### src/rtl/popcount_pipe.sv
// Pipelined, back-pressured ones-count of a DEPTH-bit beat built from a 3:2 carry-save tree,
// with an optional saturating running total across beats.
module popcount_pipe #(
   parameter int DEPTH = 4,
   parameter int LAT   = 2,
   parameter int ACC_W = 16
) (
   input  logic             clk,
   input  logic             rst,
   input  logic [DEPTH-1:0] in,
   input  logic             in_valid,
   output logic             in_ready,
   input  logic             mode,
   input  logic             clear,
   output logic             out_valid,
   input  logic             out_ready,
   output logic [ACC_W-1:0] count,
   output logic             sat
);

   localparam int CW = $clog2(DEPTH + 1);

   typedef logic [DEPTH-1:0][CW-1:0] ops_t;

   function automatic int count_levels(input int d);
      int n;
      int l;
      n = d;
      l = 0;
      while (n > 2) begin
         n = n - n / 3;
         l = l + 1;
      end
      return l;
   endfunction

   function automatic int live_at(input int d, input int lvl);
      int n;
      n = d;
      for (int i = 0; i < lvl; i++) n = n - n / 3;
      return n;
   endfunction

   // One carry-save row: every group of three operands becomes sum + shifted carry;
   // two consecutive rows act as a 4:2 compressor. Leftover operands pass through.
   function automatic ops_t csa_level(input ops_t x, input int n);
      ops_t y;
      int   ng;
      logic [CW-1:0] a, b, c;
      y  = '0;
      ng = n / 3;
      for (int g = 0; g < DEPTH / 3; g++) begin
         if (g < ng) begin
            a          = x[3*g];
            b          = x[3*g+1];
            c          = x[3*g+2];
            y[2*g]     = a ^ b ^ c;
            y[2*g+1]   = ((a & b) | (a & c) | (b & c)) << 1;
         end
      end
      for (int r = 0; r < 2; r++) begin
         if (r < n - 3 * ng) y[2*ng+r] = x[3*ng+r];
      end
      return y;
   endfunction

   localparam int NLVL = count_levels(DEPTH);
   localparam int LP_C = (NLVL + LAT - 1) / LAT;
   localparam int LP   = (LP_C < 1) ? 1 : LP_C;
   localparam int NLA  = (NLVL < 1) ? 1 : NLVL;
   localparam int LR   = (LAT > 1) ? LAT - 1 : 1;

   ops_t in_ops;
   ops_t lvl_out       [0:NLA-1];
   ops_t stage_in      [1:LAT];
   ops_t stage_out     [1:LAT];
   ops_t stage_ops_reg [1:LR];
   logic [LR:1] stage_vld_reg;
   logic [LR:1] stage_mode_reg;
   logic [LR:0] vld_chain;
   logic [LR:0] mode_chain;

   logic             advance;
   logic             fin_vld;
   logic             fin_mode;
   logic [CW-1:0]    popcnt;
   logic             out_valid_reg, out_valid_next;
   logic [ACC_W-1:0] count_reg, count_next;
   logic [ACC_W-1:0] acc_reg, acc_next;
   logic             sat_reg, sat_next;
   logic [ACC_W-1:0] acc_base;
   logic             sat_base;
   logic [ACC_W:0]   sum_wide;

   assign advance  = !out_valid_reg || out_ready;
   assign in_ready = advance;

   genvar gi;

   for (gi = 0; gi < DEPTH; gi++) begin : g_in
      assign in_ops[gi] = CW'(in[gi]);
   end

   // Levels are spread evenly over the stages; a level that opens a stage reads that stage's input.
   for (gi = 0; gi < NLVL; gi++) begin : g_lvl
      localparam int S = gi / LP + 1;
      localparam int N = live_at(DEPTH, gi);
      ops_t lvl_in;
      if (gi % LP == 0) begin : g_first
         assign lvl_in = stage_in[S];
      end else begin : g_chain
         assign lvl_in = lvl_out[gi-1];
      end
      assign lvl_out[gi] = csa_level(lvl_in, N);
   end

   for (gi = 1; gi <= LAT; gi++) begin : g_stage
      if (gi == 1) begin : g_head
         assign stage_in[gi] = in_ops;
      end else begin : g_body
         assign stage_in[gi] = stage_ops_reg[gi-1];
      end
      if ((gi - 1) * LP < NLVL) begin : g_work
         assign stage_out[gi] = lvl_out[((gi * LP < NLVL) ? gi * LP : NLVL) - 1];
      end else begin : g_pass
         assign stage_out[gi] = stage_in[gi];
      end
   end

   assign vld_chain  = {stage_vld_reg, in_valid};
   assign mode_chain = {stage_mode_reg, mode};
   assign fin_vld    = vld_chain[LAT-1];
   assign fin_mode   = mode_chain[LAT-1];
   assign popcnt     = stage_out[LAT][0] + stage_out[LAT][1];

   always_ff @(posedge clk or posedge rst) begin
      if (rst) begin
         for (int s = 1; s <= LR; s++) stage_ops_reg[s] <= '0;
         stage_vld_reg  <= '0;
         stage_mode_reg <= '0;
      end else if (advance) begin
         for (int s = 1; s < LAT; s++) begin
            stage_ops_reg[s]  <= stage_out[s];
            stage_vld_reg[s]  <= vld_chain[s-1];
            stage_mode_reg[s] <= mode_chain[s-1];
         end
      end
   end

   // clear takes effect before an accumulating beat landing on the same edge.
   always_comb begin
      acc_base       = clear ? '0 : acc_reg;
      sat_base       = clear ? 1'b0 : sat_reg;
      sum_wide       = {1'b0, acc_base} + (ACC_W + 1)'(popcnt);
      acc_next       = acc_base;
      sat_next       = sat_base;
      count_next     = count_reg;
      out_valid_next = out_valid_reg;
      if (advance) begin
         out_valid_next = fin_vld;
         if (fin_vld) begin
            if (fin_mode) begin
               if (sum_wide[ACC_W]) begin
                  acc_next = '1;
                  sat_next = 1'b1;
               end else begin
                  acc_next = sum_wide[ACC_W-1:0];
               end
               count_next = acc_next;
            end else begin
               count_next = ACC_W'(popcnt);
            end
         end
      end
   end

   always_ff @(posedge clk or posedge rst) begin
      if (rst) begin
         out_valid_reg <= 1'b0;
         count_reg     <= '0;
         acc_reg       <= '0;
         sat_reg       <= 1'b0;
      end else begin
         out_valid_reg <= out_valid_next;
         count_reg     <= count_next;
         acc_reg       <= acc_next;
         sat_reg       <= sat_next;
      end
   end

   assign out_valid = out_valid_reg;
   assign count     = count_reg;
   assign sat       = sat_reg;

endmodule
### config.mk
export PLATFORM = sky130hd
export DESIGN_NAME = popcount_pipe
export DESIGN_NICKNAME = d
export VERILOG_FILES = /design/src/rtl/popcount_pipe.sv
export SDC_FILE = /design/constraint.sdc
export NUM_CORES = 1
export LEC_CHECK = 0
export ABC_CLOCK_PERIOD_IN_PS = 5400
export CORE_ASPECT_RATIO = 0.6
export CORE_UTILIZATION = 50
export DETAILED_ROUTE_END_ITERATION = 16
export PLACE_DENSITY_LB_ADDON = 0.15
export SYNTH_ARGS = -nofsm -noshare
export SYNTH_HDL_FRONTEND = slang
export SYNTH_SLANG_ARGS = --single-unit
### constraint.sdc
create_clock -name clk -period 5.4 [get_ports clk]
set_input_delay 0.81 -clock clk [delete_from_list [all_inputs] [get_ports clk]]
set_output_delay 0.81 -clock clk [all_outputs]
set_load 0.02 [all_outputs]
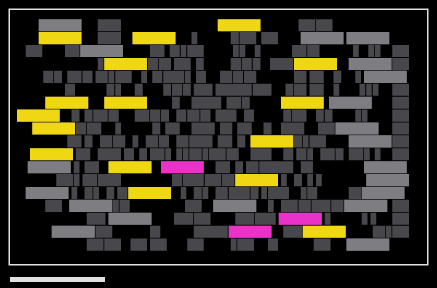
(run_1/flops_by_reg.png)
Bar = 20 um.
Magenta marks `g_lvl.lvl_in`, flops 3. Yellow marks `acc_reg`, flops 16.

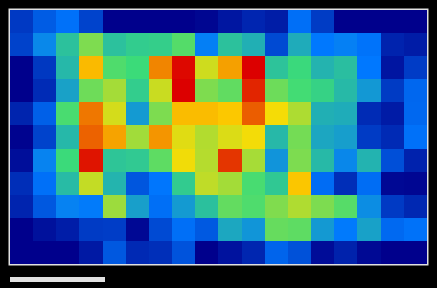
(run_1/metal_density.png)
Bar = 20 um. 18 x 11 tiles, from dark blue (low) to red (high), scaled to the fullest tile. Values are wire area over tile area, all layers added.
29% of the tiles are over half the peak. The fullest tile reaches 0.48. The emptiest ninth of the die: bottom left. The mean over all tiles is 0.17.

==> run notes, run 1 <==
Implementation status.

- The run finished with clean final reports.
- The worst-case max-slew headroom was logged as 41.5%.
- The DRC violation count after routing is 0.
- The worst hold path begins at count[13]$_DFFE_PP0P_.
- The layout stage reports a final design area of 2640 um2.
- The post-synth design cell area is 2210 um2.
- The number of buffers added on ports is 28.
- The register-to-register setup slack is 2.57 ns.
- The CTS buffer count is 5.
- The share of cells above drive strength 1 is 10.3%.
- The count of endpoints failing setup in the final report is 0.
- The violation count after the first detailed-routing iteration is 144.
- The largest clock skew in the final design is 0.00441 ns.
- On the critical path the data arrives at 3.67 ns.
- Counting every net in the synthesized netlist gives 241.
- During synthesis, Yosys emitted a total of 0 warnings.
- After technology mapping, the gate count stands at 224.
- For this run, the chip area from Yosys synthesis comes to 2210 um2.
- Of all cell types, the one taking the most synthesized area is sky130_fd_sc_hd__dfrtp_1.
- Setup repair after global routing left no endpoint under its margin.
- After clock tree synthesis, the repair step resized 0 gates.
- The fill cell total of the finished layout is 362.
- The capture instance of the worst register-to-register path is count[0]$_DFFE_PP0P_.
- The hold violation total from the final report is 0.
- CTS built an H-tree with a depth of 2.
- For this run, the total global-route usage over all layers was measured as 24.1%.
- Per the detail_route report, vias per standard cell equal 5.62.
- The worst-case IR drop observed on VDD is 184 uV.
- The report gives the cell count of the worst hold path as 2.
- For the worst-skew pair, the clock arrives at the later sink with an insertion delay of 0.29 ns.
- STA classifies the critical path startpoint as a primary input.
- In the floorplan report the effective utilization is 53.1%.
- The standard cell area after detailed placement is 2540 um2.
- The remaining antenna violation count after routing is 0.
- The most instantiated flip-flop cell in the synthesis netlist is sky130_fd_sc_hd__dfrtp_1.
- Cells fill 63.3% of the core in the end.
- For reference, the top cells by area after synthesis are sky130_fd_sc_hd__dfrtp_1 44%, sky130_fd_sc_hd__nand2_1 4.9%, sky130_fd_sc_hd__ha_1 2.8%.
- The post-synthesis sequential element count is 39.
- The minimum setup slack after placement is 1.65 ns.
- In this run the power density over the cells is 260 nW/um2.
- Summed over its instances, the top area cell type makes up 44.1% of the synthesized netlist area.
- The timing report gives the clock slew at the launch and capture registers of the worst setup and hold paths as 0.07 ns.
- The height of the die is 53.5 um.
- After global routing the overflow that remains totals 0.
- The global-route wire length before repair is 8120 um.
- The max-cap violation count is 0.
- Per the post-synthesis stats, the area per cell is 9.88 um2.
- The number of global-route vias before repair is 1,617.
- Entering global routing, the biggest net connects 40 pins.
- The worst reg-to-reg path cell count is 8.
- The tree is rooted in a sky130_fd_sc_hd__clkbuf_8.
- In this run the layout overhead on the synthesized area is reported as 19.1%.
- The synthesized design contains 0 enable-type register cells.
- The die extent in x is 87.9 um.
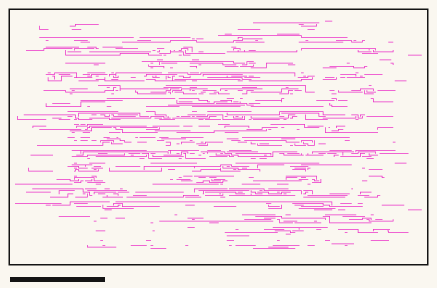
(run_1/layer_met1.png)
Bar = 20 um.
The wires run mostly horizontal. The longest straight run is 45.5 um. 243 nets have wire on it.
total wire length after detailed routing: 4840 um
met1 Resource Use GR: 37.3%
vias after detailed routing: 1,753

-- run 1: area by class of cell --
cell class	instances	area share [%]
clock buffer	8	3.80
inverter	2	0.285
multi-input combinational	173	44.9
sequential	39	37.0
tap	60	2.85
timing repair buffer	30	11.2
-- run 1: through the flow --
step | hold WS (ns) | std cells
floorplan | 0.485 | 224
global placement | 0.451 | 304
detailed placement | 0.456 | 304
CTS | 0.474 | 312
global route | 0.487 | 312
finish | 0.469 | 312
-- run 1: routing by layer --
| metal | GRT usage (%) | routed length, um | vias up | share of wire, % |
|---|---|---|---|---|
| met2 | 31.9 | 1840 | 54 | 38 |
| met1 | 37.3 | 2520 | 828 | 52 |
| met4 | 6.56 | 55 | 0 | 1.1 |
| met5 | 0 | 0 | - | 0 |
| li1 | - | - | 864 | - |
| met3 | 7.06 | 419 | 7 | 8.7 |
-- run 1: worst max path at each step --
| stage | start | to | slack, ns |
|---|---|---|---|
| after floorplan | clear | count[9]$_DFFE_PP0P_ | 2.51 |
| after global placement | clear | count[2]$_DFFE_PP0P_ | 1.77 |
| after detailed placement | clear | count[0]$_DFFE_PP0P_ | 1.65 |
| after CTS | clear | count[0]$_DFFE_PP0P_ | 1.93 |
| after global routing | clear | count[8]$_DFFE_PP0P_ | 1.64 |
| final | clear | count[0]$_DFFE_PP0P_ | 1.93 |
-- run 1: critical path: stages --
cell	delay (ns)
sky130_fd_sc_hd__clkdlybuf4s50_1	0.40
sky130_fd_sc_hd__buf_4	0.22
sky130_fd_sc_hd__nor2b_1	0.19
sky130_fd_sc_hd__ha_1	0.27
sky130_fd_sc_hd__fa_1	0.25
sky130_fd_sc_hd__a21o_1	0.23
sky130_fd_sc_hd__nand3_4	0.15
sky130_fd_sc_hd__nor4_4	0.77
sky130_fd_sc_hd__nor3b_1	0.13
sky130_fd_sc_hd__o31ai_1	0.25
-- run 1: cells by family after synthesis --
logic type	after synthesis	synth area share [%]
simple gates	98	25.3
compound gates	45	13.6
fa+ha+maj	7	4.64
flops	39	44.1
xor+xnor	13	5.14
mux	10	4.80
buf+inv	12	2.49
-- run 1: where the power goes --
group	total (W)	leakage, nW	switching, W	internal (W)
clock network	0.000216	0.0515	0.0000999	0.000117
registers	0.000323	0.523	0.0000116	0.000312
logic	0.000146	0.600	0.0000831	0.0000628
-- run 1: placed cells by master (no fill, tap or decap), drive strengths merged, types with 2 or more instances in the layout --
master,netlist,final
nor2,16,16
nand2,29,29
clkdlybuf4s50,0,28
ha,5,5
and4b,2,2
nor3b,3,3
fa,2,2
mux2i,5,5
o211ai,2,2
and4,2,2
o31ai,8,8
nand2b,5,5
and3,4,4
a21oi,8,8
o21ai,11,11
clkbuf,7,8
inv,2,2
a22o,4,4
a31oi,3,3
o311ai,2,2
nor2b,10,10
dfrtp,39,39
a21o,2,2
buf,3,2
nor4,4,4
xor2,7,7
nand3,6,6
xnor2,6,6
nand4,5,5
nor3,7,7
mux2,5,5
==> run_1/io_placement.png <==
Bar = 20 um. Pins as bars across the die edge, other pins in gray.
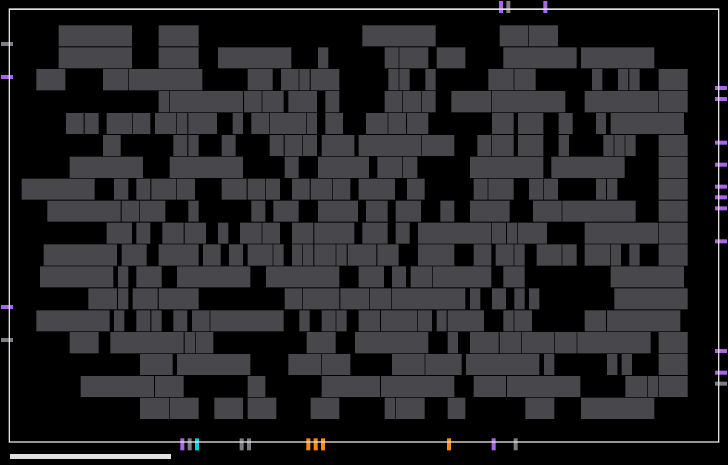

==> run 1 -> run 2 <==
--- a/config.mk
+++ b/config.mk
@@ -5,9 +5,9 @@
 export SDC_FILE = /design/constraint.sdc
 export NUM_CORES = 1
 export LEC_CHECK = 0
-export ABC_CLOCK_PERIOD_IN_PS = 5400
+export ABC_CLOCK_PERIOD_IN_PS = 2850
 export CORE_ASPECT_RATIO = 0.6
-export CORE_UTILIZATION = 50
+export CORE_UTILIZATION = 49
 export DETAILED_ROUTE_END_ITERATION = 16
 export PLACE_DENSITY_LB_ADDON = 0.15
 export SYNTH_ARGS = -nofsm -noshare
==> constraint.sdc (replaced) <==
create_clock -name clk -period 2.85 [get_ports clk]
set_input_delay 0.4275 -clock clk [delete_from_list [all_inputs] [get_ports clk]]
set_output_delay 0.4275 -clock clk [all_outputs]
set_load 0.02 [all_outputs]
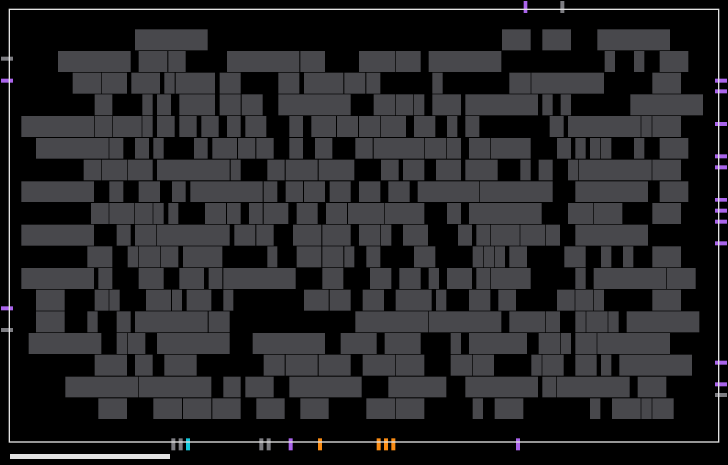
(run_2/io_placement.png)
Bar = 20 um. Pins as bars across the die edge, other pins in gray.
Cyan marks `in_ready`, pins 1, direction output, edge bottom. Orange marks `in`, pins 4, direction input, edge bottom. Purple marks `count`, pins 16, direction output, edge 11 right, 2 left, 2 bottom, 1 top.
All pins by edge: 12 right, 11 bottom, 4 left, 2 top.
number of port buffers: 28
die span in x: 88.8 um
die height: 54.1 um

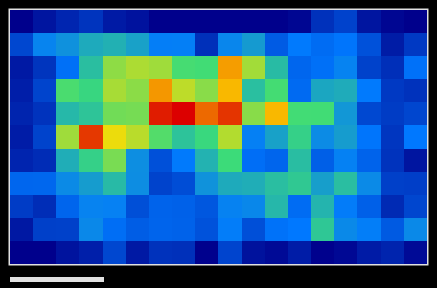
(run_2/metal_density.png)
Bar = 20 um. 18 x 11 tiles, from dark blue (low) to red (high), scaled to the fullest tile. Values are wire area over tile area, all layers added.
The densest ninth of the die: middle. 7.6% of the tiles are nearly empty. The mean over all tiles is 0.18. 16% of the tiles are over half the peak. The fullest tile reaches 0.63.
vias after detailed routing: 1,844
total wire length after detailed routing: 5170 um
mean routed wirelength per cell: 15.6 um

==> run notes, run 2 <==
Implementation status.

- The violation count after the first detailed-routing iteration is 154.
- The routed design shows a via density per instance of 5.55.
- The fraction of synthesized cell area taken by the top area cell type is 44.1%.
- In this run, synthesis inferred 0 flip-flops with an integrated enable.
- The floorplan-stage core utilization is 52.6%.
- The highest-count logic cell in the final layout is sky130_fd_sc_hd__dfrtp_1.
- Max-cap violations in this run came to 0.
- The most frequent cell after synthesis is sky130_fd_sc_hd__dfrtp_1.
- The xor/xnor share of the synthesized area is 5.14%.
- The average cell area after synthesis is 9.88 um2.
- The count of endpoints failing setup in the final report is 0.
- The number of clock sinks is 39.
- Entering global routing, the biggest net connects 40 pins.
- The number of H-tree levels is 2.
- The insertion delay of the later-clocked pin in the worst-skew pair is 0.29 ns.
- Measured on the finished design, the core utilization comes to 66.0%.
- The worst hold-check slack is 0.464 ns.
- The total global-route track usage is 24.9%.
- The global-route wire length before repair is 8530 um.
- The analysis attributes to cell leakage a power of 1.27 nW.
- Of all cell types, the one taking the most synthesized area is sky130_fd_sc_hd__dfrtp_1.
- The number of global-route vias before repair is 1,676.
- The relative area change from synthesis to final layout is 25.6%.
- After layout, the setup clock skew is reported as 0.00586 ns.
- Static timing analysis puts the maximum clock frequency at 375 MHz.
- The share of cells above drive strength 1 is 17.3%.
- The synthesized netlist devotes 13.6% of its cell area to compound gates.
- The worst-case reg-to-reg setup slack stands at 0.29 ns.
- The cell-mix breakdown from Yosys lists the simple-gate area share as 25.3%.
- The DRC violation count after routing is 0.
- Of the total synthesized cell area, the portion taken by full adders, half adders and majority gates is 4.64%.
- The post-synth design cell area is 2210 um2.
- The hold violation total from the final report is 0.
- Per the post-route antenna check, the number of violating nets is 0.
- Including well taps, the total number of placed cells is 326.
- The floorplan step defined a die boundary enclosing 4800 um2.
- Dividing total power by cell area gives a power density of 457 nW/um2.
- The largest non-sequential cell family by area is simple AND/OR/NAND/NOR gates.
- The number of nets produced by synthesis is 241.
- The post-synthesis sequential element count is 39.
- The number of antenna diodes in the final layout is 0.
- The gate count of the mapped netlist is 224.
- After synthesis, the cell types taking the most area are sky130_fd_sc_hd__dfrtp_1 44%, sky130_fd_sc_hd__nand2_1 4.9%, sky130_fd_sc_hd__ha_1 2.8%.
- The CTS root buffer is sky130_fd_sc_hd__clkbuf_8.
- The final report lists a non-filler cell total of 332.
- The number of max-slew violations in the final report is 0.
- The share of synthesized registers carrying an async set or reset is 100%.
- The worst-case vdd ir drop is 239 uV.
- The placement row count is 18.
- Leaving out fill and tap cells, the most frequent cells in the layout are 39 x sky130_fd_sc_hd__dfrtp_1, 29 x sky130_fd_sc_hd__nand2_1, 28 x sky130_fd_sc_hd__clkdlybuf4s50_1, 24 x sky130_fd_sc_hd__buf_4, 16 x sky130_fd_sc_hd__nor2_1.
- Per the post-CTS timing run, clock transition at the registers of the reported paths is 0.07 ns.
- The worst-case max-slew headroom was logged as 52.2%.
- The run finished with clean final reports.
- The area fraction in mux cells is 4.80%.
- The commonest register cell is sky130_fd_sc_hd__dfrtp_1.
- The synthesis report lists the Yosys warning total as 0.
- The total overflow left after global routing is 0.
- The CTS buffer count is 5.
- Logged for this run, the post-placement worst setup slack is -0.100 ns.
- The endpoint arrival time on the critical path is 2.90 ns.
- The worst setup path is launched from a primary input.
- The post-synth area from yosys stat is 2210 um2.
-- run 2: logic make-up after synthesis --
group	count (synthesis)
buf+inv	12
simple gates	98
flops	39
mux	10
compound gates	45
fa+ha+maj	7
xor+xnor	13
-- run 2: area by class of cell --
cell class | instances | area [um2]
Tap cell | 60 | 75.1
Inverter | 2 | 7.51
Sequential cell | 39 | 976
Clock buffer | 6 | 72.6
Timing Repair Buffer | 52 | 460
Multi-Input combinational cell | 173 | 1190
Fill cell | 368 | 1430
-- run 2: path summary, 6_finish.rpt --
path                                           startpoint                    end  cells past startpoint
min in group asynchronous                             rst   count[1]$_DFFE_PP0P_                      3
min                                 count[11]$_DFFE_PP0P_  count[11]$_DFFE_PP0P_                      2
min reg2reg                         count[11]$_DFFE_PP0P_  count[11]$_DFFE_PP0P_                      2
max                                                 clear   count[9]$_DFFE_PP0P_                     10
max in group asynchronous                             rst   acc_reg[9]$_DFF_PP0_                      3
max reg2reg                g_lvl[1].lvl_in[0]$_DFFE_PP0N_   count[9]$_DFFE_PP0P_                      9
-- run 2: power breakdown --
| part | leakage, nW | internal (W) | total (W) | switching [W] |
|---|---|---|---|---|
| logic | 0.711 | 0.000148 | 0.000312 | 0.000164 |
| registers | 0.523 | 0.000591 | 0.000613 | 0.0000224 |
| clock network | 0.0371 | 0.000163 | 0.000344 | 0.000181 |
-- run 2: routing by layer --
| layer | up-vias | global-route usage [%] | part of all wire [%] |
|---|---|---|---|
| li1 | 898 | - | - |
| met1 | 882 | 38.5 | 53 |
| met2 | 58 | 32.9 | 37 |
| met3 | 6 | 7.52 | 8.9 |
| met4 | 0 | 6.45 | 0.95 |
| met5 | - | 0 | 0 |
-- run 2: timing repair --
item	4_1_cts	5_1_grt
resized	0	1
endpoints found under the setup margin	0	3
setup buffers	0	0
-- run 2: worst max-delay path, cell delays in order --
cell and delay (ns):
sky130_fd_sc_hd__clkdlybuf4s50_1 0.49, sky130_fd_sc_hd__nor2b_1 0.21, sky130_fd_sc_hd__ha_1 0.22, sky130_fd_sc_hd__fa_1 0.22
sky130_fd_sc_hd__a21o_1 0.23, sky130_fd_sc_hd__nand3_4 0.11, sky130_fd_sc_hd__buf_4 0.17, sky130_fd_sc_hd__or4_4 0.55
sky130_fd_sc_hd__o21ai_0 0.12, sky130_fd_sc_hd__a22o_2 0.16
-- run 2: through the flow --
stage          setup TNS, ns  area [um2]  power (W)
2_1_floorplan              0        2210   0.000800
3_3_place_gp         -0.0644        2700   0.000928
3_5_place_dp          -0.711        2700   0.000936
4_1_cts                    0        2770    0.00128
5_1_grt             -0.00131        2780    0.00134
6_report                   0        2780    0.00127
Power and IR drop assume default switching activity.
